<file path="config.mk">
export PLATFORM = sky130hd
export DESIGN_NAME = lsr_seq16
export DESIGN_NICKNAME = d
export VERILOG_FILES = /design/src/rtl/lsr_seq16.sv
export SDC_FILE = /design/constraint.sdc
export NUM_CORES = 1
export LEC_CHECK = 0
export CAP_MARGIN = 20
export CORE_UTILIZATION = 48
export CTS_BUF_LIST = sky130_fd_sc_hd__clkbuf_4 sky130_fd_sc_hd__clkbuf_8
export CTS_CLUSTER_SIZE = 12
export DETAILED_ROUTE_END_ITERATION = 8
export GPL_TIMING_DRIVEN = 0
export PLACE_DENSITY = 0.91
export SETUP_SLACK_MARGIN = 0.02
export SYNTH_ARGS = -nofsm -noshare
export SYNTH_HDL_FRONTEND = slang
export SYNTH_SLANG_ARGS = --single-unit
</file>
<file path="constraint.sdc">
create_clock -name clk -period 2.3 [get_ports clk]
set_clock_uncertainty 0.15 [all_clocks]
set_input_delay 0.46 -clock clk [delete_from_list [all_inputs] [get_ports clk]]
set_output_delay 0.46 -clock clk [all_outputs]
set_load 0.1 [all_outputs]
</file>
<file path="src/rtl/lsr_seq16.sv">
// rtl/lsr_seq16.sv - sequential 16-bit logical/arithmetic right shifter, one bit per clock
module lsr_seq16 #(
    parameter int WIDTH      = 16,
    parameter int SHAMT_BITS = 4
) (
    input  logic             clk,
    input  logic             rst,
    input  logic             start,
    input  logic [WIDTH-1:0] inp,
    input  logic [15:0]      shift_value,
    input  logic             arith,
    output logic [WIDTH-1:0] out,
    output logic             busy,
    output logic             done
);

    typedef enum logic {
        S_IDLE  = 1'b0,
        S_SHIFT = 1'b1
    } state_t;

    state_t                r_state;
    state_t                w_state_nxt;

    logic [WIDTH-1:0]      r_acc;
    logic [SHAMT_BITS-1:0] r_cnt;
    logic                  r_mode;
    logic [WIDTH-1:0]      r_out;
    logic                  r_done;

    logic                  w_load;
    logic                  w_step;
    logic                  w_finish;
    logic                  w_fill;
    logic [WIDTH-1:0]      w_acc_shifted;
    logic [SHAMT_BITS-1:0] w_cnt_dec;

    // Only the low shift_value bits select an amount; the rest are don't-care.
    logic                  w_unused;
    assign w_unused = ^shift_value[15:SHAMT_BITS];

    // Sign fill comes from the live accumulator MSB, which equals the
    // original sign bit because every arithmetic step re-copies it.
    assign w_fill        = r_mode & r_acc[WIDTH-1];
    assign w_acc_shifted = {w_fill, r_acc[WIDTH-1:1]};
    assign w_cnt_dec     = r_cnt - {{(SHAMT_BITS-1){1'b0}}, 1'b1};

    // State register.
    always_ff @(posedge clk or negedge rst) begin
        if (!rst) begin
            r_state <= S_IDLE;
        end else begin
            r_state <= w_state_nxt;
        end
    end

    // Next-state and datapath control decode.
    always_comb begin
        w_state_nxt = r_state;
        w_load      = 1'b0;
        w_step      = 1'b0;
        w_finish    = 1'b0;
        case (r_state)
            S_IDLE: begin
                if (start) begin
                    w_load      = 1'b1;
                    w_state_nxt = S_SHIFT;
                end
            end
            S_SHIFT: begin
                if (r_cnt != '0) begin
                    w_step = 1'b1;
                end else begin
                    w_finish    = 1'b1;
                    w_state_nxt = S_IDLE;
                end
            end
            default: begin
                w_state_nxt = S_IDLE;
            end
        endcase
    end

    // Working registers: capture on accept, shift one bit per step.
    always_ff @(posedge clk or negedge rst) begin
        if (!rst) begin
            r_acc  <= '0;
            r_cnt  <= '0;
            r_mode <= 1'b0;
        end else if (w_load) begin
            r_acc  <= inp;
            r_cnt  <= shift_value[SHAMT_BITS-1:0];
            r_mode <= arith;
        end else if (w_step) begin
            r_acc  <= w_acc_shifted;
            r_cnt  <= w_cnt_dec;
        end
    end

    // Result register and completion pulse; out only moves on completion.
    always_ff @(posedge clk or negedge rst) begin
        if (!rst) begin
            r_out  <= '0;
            r_done <= 1'b0;
        end else begin
            r_done <= w_finish;
            if (w_finish) begin
                r_out <= r_acc;
            end
        end
    end

    assign out  = r_out;
    assign done = r_done;
    assign busy = (r_state == S_SHIFT);

endmodule

</file>
Figure 1. Where the registers sit (run 1).
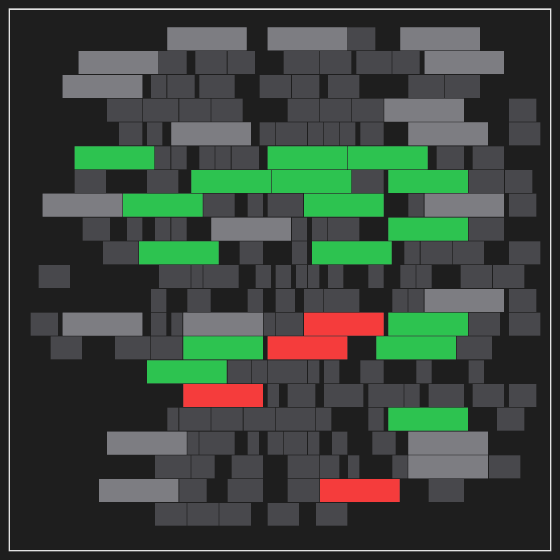
Key: r_cnt = red [flops 4]; r_acc = green [flops 16]
Seq area share: 0.440
Util after Layout: 0.654
Flop area: 976 sq um

Figure 2. Clock routing (run 1).
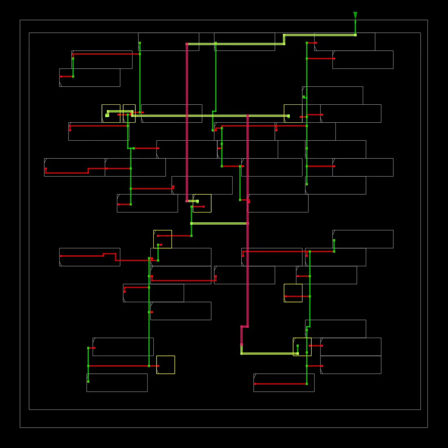
clk ins delay skew pair: 0.36 ns
total CTS buffers: 5
TritonCTS Sinks: 39

Figure 3. Selected gate families (run 1).
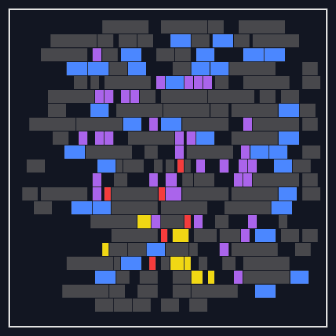
Key: nor cells = yellow [cells 7, most used nor2_1, where bottom middle]; inv cells = red [cells 6, most used inv_1]; aoi and oai cells = purple [cells 35, most used o21ai_0]; mux cells = blue [cells 33, most used mux2_2]

Figure 4. Routed clock nets over the placement (run 1).
The bar under the picture is 20 um long.
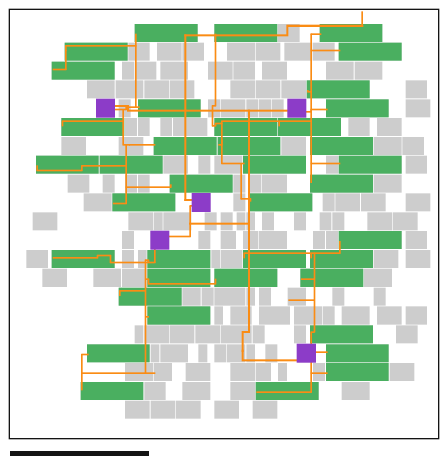
Key: clock-net drivers = purple [count 5]; clock wires = orange [length 436 um]; flip-flops = green [count 39]
Position of the flops: all over the die.

==> summary.txt, run 1 <==
impl run done, here's what came out: WS Path Type flop to output port, ClkCell Share 0.0260, vias per inst 5.19, global-route wire length before repair 5380 um, yosys xor share 0, clock buffers 5, Ports 54, Detailed Routing Iterations Pass 1 4, worst path cell trace dlygate4sd2_1, GP Congestion 0.874, ys cells 138, CP delay by family, top buffers and inverters, area leader, netlist dfrtp_1, Clk pin slew, worst setup/hold paths 0.12 ns, cycle use final 0.959, met3 WL 148 um, Routed Wire Length 3380 um, Hold Buf Count CTS 0, Critical Path End out[7], TNS Setup 0 ns, outcome finished clean, syn nets 176, Post-CTS Setup Bufs 0, top area contributor share 0.569, Worst-Margin Slew 0.979 ns, reg-to-reg slack, setup 0.32 ns, combinational gate area 651 sq um, Final Slew Violations 0, Max-Cap Viols 0, crit path time final 2.20 ns, met1 WL 1550 um, max incr delay on CP 0.87 ns, distinct cell type count after synthesis 21, Critical Path RT 1.69 ns, pre-CTS WS 0.0632 ns, global routing usage on met2 0.327, fp util 0.506, PostCTS Resize Cnt 20, Max Clk Rate 0.454 GHz, FF-to-FF path depth 7, M1 GR Usage 0.250, routed wl met2 1620 um, RSZ-0062 raised after global routing no, Final non-clock buffer share 0.204, n_taps 46, drt initial violations 43, Gate Count Post-Synth 138, flops & latches, synth 39
==> run 2: changes to the inputs <==
CAP_MARGIN = default   (was 20)
SLEW_MARGIN = 20   (was default)
Figure 5. Cells colored by class (run 2).
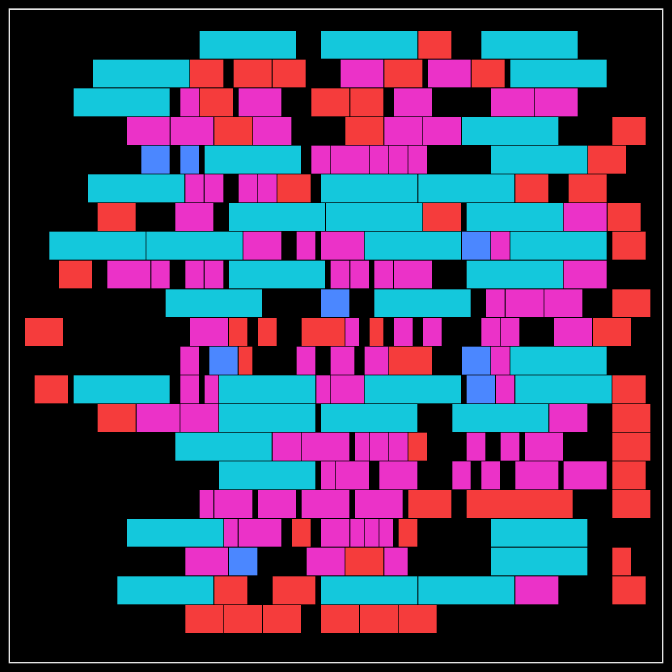
Key: remaining buffers and delay cells = red [cells 53, share of their area 22%]; clock drivers and dummy loads = blue [cells 8, share of their area 2.6%]; registers = cyan [cells 39, share of their area 44%]; remaining logic cells = magenta [cells 89, share of their area 31%]
Util after Layout: 0.665
core footprint: 3390 sq um

Figure 6. Where the registers sit (run 2).
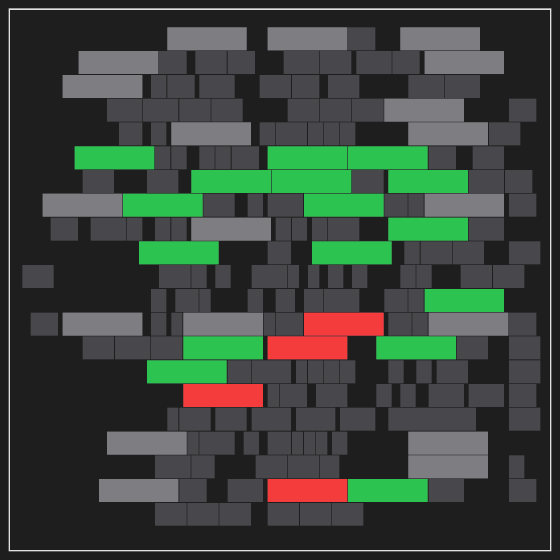
Key: r_acc = green [flops 16]; r_cnt = red [flops 4]

==> run 2 against run 1 <==
  * Routed wire length decreased by 1.9%
  * Global-route usage decreased by 0.62 points
  * Critical endpoint unchanged
  * Clock-buffer cell count unchanged
  * Flip-flop count unchanged
  * Synthesized cell count unchanged
  * Sequential share of layout area decreased by 0.73 points
  * Design area increased by 1.7%
  * Fmax increased by 0.47%
==> summary.txt, run 2 <==
impl run done, here's what came out: crit path time final 2.19 ns (-0.0104 ns), TritonCTS Sinks 39 (unchanged), Seq area share 0.433 (-0.00734), Routed Wire Length 3310 um (-1.9%), GP Congestion 0.874 (unchanged), combinational gate area 651 sq um (unchanged), initial antenna violation count 0, GRT Total Usage 0.196, vias per inst 5.18 (-0.11%), flops & latches, synth 39 (unchanged), cycle use final 0.954 (-0.00451), crit path max-delay cell type dlygate4sd2_1, drt initial violations 25 (-42%), pre-CTS WS 0.0707 ns (+0.00751 ns), Max-Cap Viols 0 (unchanged), Max Clk Rate 0.456 GHz (+0.47%), Gate Count Post-Synth 138 (unchanged), routed wl met2 1640 um (+1.5%), FF-to-FF path depth 7 (unchanged), total CTS buffers 5 (unchanged), ant diodes 0, outcome finished clean, Ports 54 (unchanged), Top logic family multiplexers, distinct cell type count after synthesis 21 (unchanged), Critical Path RT 1.69 ns (about the same), max incr delay on CP 0.86 ns (about the same), global-route wire length before repair 5240 um (-2.6%), M1 GR Usage 0.241 (-0.00936), n_taps 46 (unchanged), ClkCell Share 0.0255 (-0.000433), top cell category sequential cells, Compound Share, Synth 0.123, vias in the first global route 1150, ys cells 138 (unchanged), area leader, netlist dfrtp_1, crit path max fanout 2, Die Height 61.8 um, Flops 39, RSZ-0062 raised after global routing no, Critical Path End out[7], global routing usage on met2 0.323 (-0.00461), Detailed Routing Iterations Pass 1 4 (unchanged), yosys xor share 0 (unchanged), clk ins delay skew pair 0.35 ns (about the same), Hold Buf Count CTS 1 (+1), Clk pin slew, worst setup/hold paths 0.12 ns (about the same), YS warnings 0, top area contributor share 0.569 (unchanged), clock buffers 5 (unchanged), syn nets 176 (unchanged), TNS Setup 0 ns (unchanged), worst path cell trace dlygate4sd2_1, PostCTS Resize Cnt 20 (unchanged), Flop area 976 sq um (unchanged), reg-to-reg slack, setup 0.33 ns (about the same), Worst-Margin Slew 0.970 ns (-0.00963 ns), WS Path Type flop to output port, CP delay by family, top buffers and inverters, met1 WL 1480 um (-4.8%), Post-CTS Setup Bufs 0 (unchanged), Final Slew Violations 0 (unchanged), met3 WL 121 um (-18%), fp util 0.506 (unchanged), Root Driver clkbuf_4, Final non-clock buffer share 0.217 (+0.0133), top cells by count dfrtp_1, o21ai_0, mux2_2, mux2i_1, inv_1
==> run 3: changes to the inputs <==
clock period = 2.4 ns   (was 2.3 ns; I/O delays follow)
Figure 7. Where the registers sit (run 3).
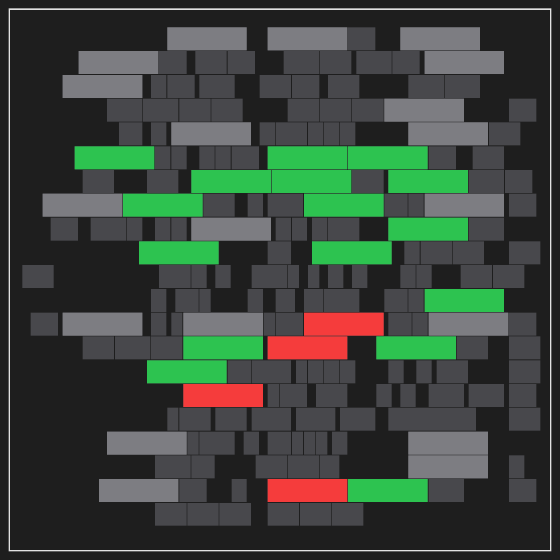
Util after Layout: 0.663

Figure 8. Selected gate families (run 3).
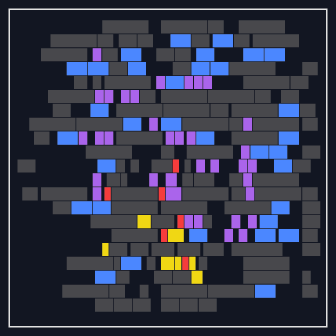
Key: nor cells = yellow [cells 7, most used nor2_1, where bottom middle]; aoi and oai cells = purple [cells 35, most used o21ai_0]; inv cells = red [cells 6, most used inv_1]; mux cells = blue [cells 33, most used mux2_2]

==> run 3 against run 2 <==
  * Design area decreased by 0.28%
  * Hold slack about the same
  * Cell count unchanged
  * Critical path type unchanged
  * Largest cell class unchanged
==> summary.txt, run 3 <==
impl run done, here's what came out: WS Path Type flop to output port, max incr delay on CP 0.86 ns (about the same), Max-Cap Viols 0 (unchanged), Flops 39 (unchanged), crit path time final 2.21 ns, Ports 54 (unchanged), Final non-clock buffer share 0.215 (-0.00218), Top logic family multiplexers, Routed Wire Length 3310 um (about the same), total CTS buffers 5 (unchanged), syn nets 176 (unchanged), vias per inst 5.17 (-0.25%), drt initial violations 25 (unchanged), outcome finished clean, vias in the first global route 1150 (unchanged), ClkCell Share 0.0256 (+0.0000710), Slew headroom 0.356, clk ins delay skew pair 0.35 ns (about the same), global-route wire length before repair 5240 um (unchanged), TNS Setup 0 ns (unchanged), GRT Total Usage 0.196 (unchanged), ant diodes 0 (unchanged), Die Height 61.8 um (unchanged), FILL cells 252, met3 WL 121 um (unchanged), pre-CTS WS 0.151 ns (+0.0800 ns), clock buffers 5 (unchanged), FF-to-FF path depth 7 (unchanged), GP Congestion 0.874 (unchanged), ys cells 138 (unchanged), die area 3820 sq um, Max Clk Rate 0.452 GHz, combinational gate area 651 sq um (unchanged), top area contributor share 0.569 (unchanged), Max clock buf depth 2, area leader, netlist dfrtp_1, met1 WL 1480 um (+0.27%), Detailed Routing Iterations Pass 1 4 (unchanged), Post-CTS Setup Bufs 0 (unchanged), Worst-Margin Slew 0.970 ns (unchanged), Final Slew Violations 0 (unchanged), crit path max-delay cell type dlygate4sd2_1, Compound Share, Synth 0.123 (unchanged), Critical Path End out[7], n_taps 46 (unchanged), cycle use final 0.923, top cells by count dfrtp_1, o21ai_0, mux2_2, mux2i_1, inv_1, RSZ-0062 raised after global routing no, initial antenna violation count 0 (unchanged), global routing usage on met2 0.323 (unchanged), distinct cell type count after synthesis 21 (unchanged), Critical Path RT 1.77 ns (+0.08 ns), fp util 0.506 (unchanged), nonclk buf count 53, routed wl met2 1640 um (-0.24%), top cell category sequential cells, Root Driver clkbuf_4, Hold Buf Count CTS 1 (unchanged), PostCTS Resize Cnt 18 (-10%), M1 GR Usage 0.241 (unchanged), CP delay by family, top buffers and inverters, Seq area share 0.434 (+0.00120), Gate Count Post-Synth 138 (unchanged), crit path max fanout 2 (unchanged), yosys xor share 0 (unchanged), Flop area 976 sq um (unchanged), reg-to-reg slack, setup 0.43 ns (+0.10 ns), core footprint 3390 sq um (unchanged), Clk pin slew, worst setup/hold paths 0.12 ns (about the same), YS warnings 0 (unchanged), flops & latches, synth 39 (unchanged), worst path cell trace dlygate4sd2_1
